$ cat src/rtl/deserializer_stream.sv
// deserializer_stream: packs LANE_WIDTH-bit beats into DATA_WIDTH-bit words behind a registered valid/ready output.
//   Ports: i_clk, i_rst (async, active-high), i_wen/i_data (beat in), i_sync (frame restart),
//          i_ready (consumer ready), o_data/o_valid (word out), o_overflow (dropped-word pulse),
//          o_perr (parity error, qualified by o_valid).
//   Optional: define DESER_PARITY_EN to append an even-parity beat to every frame.
module deserializer_stream #(
    parameter int DATA_WIDTH = 8,
    parameter int LANE_WIDTH = 1,
    parameter int MSB_FIRST  = 0
) (
    input  logic                  i_clk,
    input  logic                  i_rst,
    input  logic                  i_wen,
    input  logic [LANE_WIDTH-1:0] i_data,
    input  logic                  i_sync,
    input  logic                  i_ready,
    output logic [DATA_WIDTH-1:0] o_data,
    output logic                  o_valid,
    output logic                  o_overflow,
    output logic                  o_perr
);
    localparam int BEATS = DATA_WIDTH / LANE_WIDTH;
    localparam int CW = $clog2(BEATS + 1);
`ifdef DESER_PARITY_EN
    localparam int LAST = BEATS;
`else
    localparam int LAST = BEATS - 1;
`endif
    logic [CW-1:0]         cnt_q, cnt_d, k;
    logic [DATA_WIDTH-1:0] asm_q, asm_d, data_q, data_d;
    logic                  valid_q, valid_d, ovf_q, ovf_d, perr_q, perr_d;
    logic                  complete, load;
    always_comb begin
        // a sync beat is treated as beat 0 of a fresh frame
        k = i_sync ? '0 : cnt_q;
        complete = i_wen && (k == CW'(LAST));
        asm_d = asm_q;
        for (int b = 0; b < BEATS; b++)
            if (i_wen && k == CW'(b))
                asm_d[((MSB_FIRST != 0) ? BEATS - 1 - b : b) * LANE_WIDTH +: LANE_WIDTH] = i_data;
        cnt_d = i_wen ? (complete ? '0 : k + CW'(1)) : k;
        load = complete && (!valid_q || i_ready);
        valid_d = load || (valid_q && !i_ready);
        data_d = load ? asm_d : data_q;
        ovf_d = complete && valid_q && !i_ready;
`ifdef DESER_PARITY_EN
        perr_d = load ? ((^asm_d) != i_data[0]) : perr_q;
`else
        perr_d = 1'b0;
`endif
    end
    always_ff @(posedge i_clk or posedge i_rst) begin
        if (i_rst) begin
            cnt_q   <= '0;
            asm_q   <= '0;
            data_q  <= '0;
            valid_q <= 1'b0;
            ovf_q   <= 1'b0;
            perr_q  <= 1'b0;
        end else begin
            cnt_q   <= cnt_d;
            asm_q   <= asm_d;
            data_q  <= data_d;
            valid_q <= valid_d;
            ovf_q   <= ovf_d;
            perr_q  <= perr_d;
        end
    end
    assign o_data     = data_q;
    assign o_valid    = valid_q;
    assign o_overflow = ovf_q;
    assign o_perr     = perr_q;
endmodule

$ cat config.mk
export PLATFORM = sky130hd
export DESIGN_NAME = deserializer_stream
export DESIGN_NICKNAME = d
export VERILOG_FILES = /design/src/rtl/deserializer_stream.sv
export SDC_FILE = /design/constraint.sdc
export NUM_CORES = 1
export LEC_CHECK = 0
export CORE_MARGIN = 4
export CORE_UTILIZATION = 49
export CTS_CLUSTER_SIZE = 28
export DETAILED_ROUTE_END_ITERATION = 8
export PLACE_DENSITY = 0.74
export RECOVER_POWER = 50
export SYNTH_ARGS = -nofsm -noshare
export SYNTH_HDL_FRONTEND = slang
export SYNTH_SLANG_ARGS = --single-unit
$ cat constraint.sdc
create_clock -name i_clk -period 2 [get_ports i_clk]
set_input_delay 0.5 -clock i_clk [delete_from_list [all_inputs] [get_ports i_clk]]
set_output_delay 0.5 -clock i_clk [all_outputs]
set_load 0.05 [all_outputs]
### Metal 1

Scale: 8 px per um. Supply wires on this layer in gray.
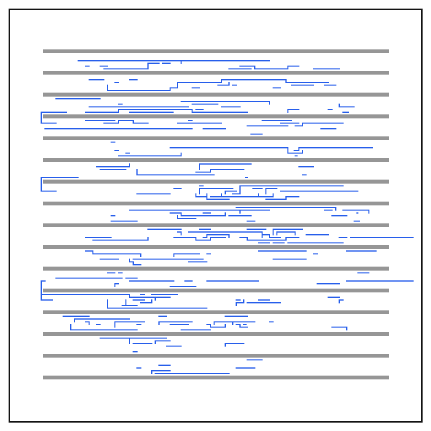
- longest straight run: 23.9 um
- main direction: horizontal
- share of all routed wire: 49%
global-route met1 utilization: 17.98%
Total Routed Length: 1455 um
number of vias in the routed layout: 583

### M2 wires

Scale: 6 px per um.
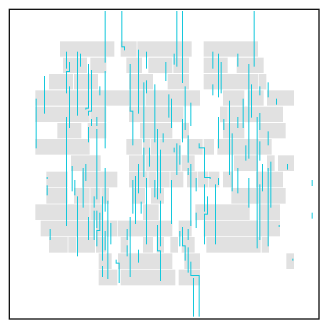
- main direction: vertical
- nets with wire on the layer: 93
- wire length on this layer: 668 um
met2 layer usage reported by global route: 21.19%

==> run notes <==
Implementation run completed; key figures follow.

Status:
- The flow ran to the end, and the final reports show no timing, DRC or antenna violations.

Worst hold path:
- The most critical min-delay path falls under reg2reg.

Clock network:
- The run gives the number of buffers inserted for hold repair after clock tree synthesis as 0.
- TritonCTS built the clock tree.
- The run gives the latest clock arrival within the worst-skew pair as 0.30 ns.
- The run gives the count of clock tree sinks as 21.

Synth:
- The run puts the yosys cell count at 75.
- Per the synth stats, the flop cell with the highest instance count is dfrtp_1.
- In the synthesized netlist, the number of instances is 75.
- The run puts the number of different library cells in the post-synthesis netlist at 29.

Finish:
- Summing all flip-flop and latch instances after layout gives 525.5 um^2.
- The run gives the core occupancy in the finished layout as 65.11%.
- The run puts the data-path buffer share of cell area in the final layout at 16.12%.
- The final layout contains 104 nets.

Worst setup path:
- The OpenROAD report gives the critical path a data arrival time of 1.41 ns.
- The run puts the slack of the worst reg-to-reg path at 0.44 ns.

STA:
- The run puts the total negative slack for setup checks at 0 ns.
- The run gives the maximum clock frequency as 522.7 MHz.

Floorplan:
- Per the OpenROAD floorplan log, the area of the core is 1764 um^2.
- For this floorplan the total number of well-tap instances is 25.

Job:
- The run gives the stage-log warning count as 26.

Global route:
- The run puts the largest net degree at the start of global routing at 22.
- The run puts the first-pass GRT wire length at 2642 um.

Detailed routing:
- In the routed design, unresolved DRC markers number 0.

Power:
- The run puts the worst IR drop on VDD at 0.4130 mV.
- The run puts the total leakage power at 0.5722 nW.
[cells by family after synthesis]
group           share of synthesized area (%)
compound gates                          6.106
simple gates                            16.56
flops                                   56.99
xor+xnor                                2.850
other cells                            0.4067
mux                                     13.57
buf+inv                                 3.528
[report_power, final]
group | internal (mW) | total (mW) | leakage, nW | switching, mW
Clock | 0.0744 | 0.194 | 0.0177 | 0.119
Combinational | 0.0644 | 0.149 | 0.282 | 0.0842
Sequential | 0.474 | 0.505 | 0.273 | 0.0309
Total | 0.613 | 0.847 | 0.572 | 0.234
[how the worst max path moves through the flow]
stage,startpoint,endpoint,slack (ns),cells after the start
CTS,o_data[1],o_data[1],0.02,1
floorplan,o_valid,o_data[7],0.39,3
global route,o_overflow,o_overflow,0.01,1
global placement,i_sync,o_data[7],-0.07,4
finish,o_overflow,o_overflow,0.09,1
detailed placement,i_sync,o_data[7],-0.09,4
[metrics by stage]
step / cell area (um^2) / instances
finish: 1149 / 122
global route: 1149 / 122
CTS: 1146 / 122
detailed placement: 1119 / 118
global placement: 1119 / 118
floorplan: 922.1 / 75
[per-layer routing]
layer | up-vias | wire [um] | share of wire, %
li1 | 298 | - | -
met1 | 271 | 718 | 49
met2 | 12 | 667 | 46
met3 | 2 | 59 | 4.1
met4 | 0 | 9 | 0.62
met5 | - | 0 | 0
[registers in the layout, summed over array words and instances, names as in the netlist]
register    flops
o_data          8
o_valid         1
cnt_q           4
asm_q           7
o_overflow      1
[cells in the final DEF, fill, tap and decap left out, types with 2 or more instances in the layout]
master,n
xor2_1,2
clkdlybuf4s50_1,3
dlygate4sd3_1,3
nand2b_1,4
dfrtp_1,21
inv_1,4
nand2_1,3
nor2_1,5
clkbuf_1,2
buf_4,9
o21ai_1,2
mux2i_1,2
dlymetal6s2s_1,4
clkbuf_4,3
o21ai_0,4
mux2_2,8
Power figures rest on the tool's default switching activity, not on a simulated workload.
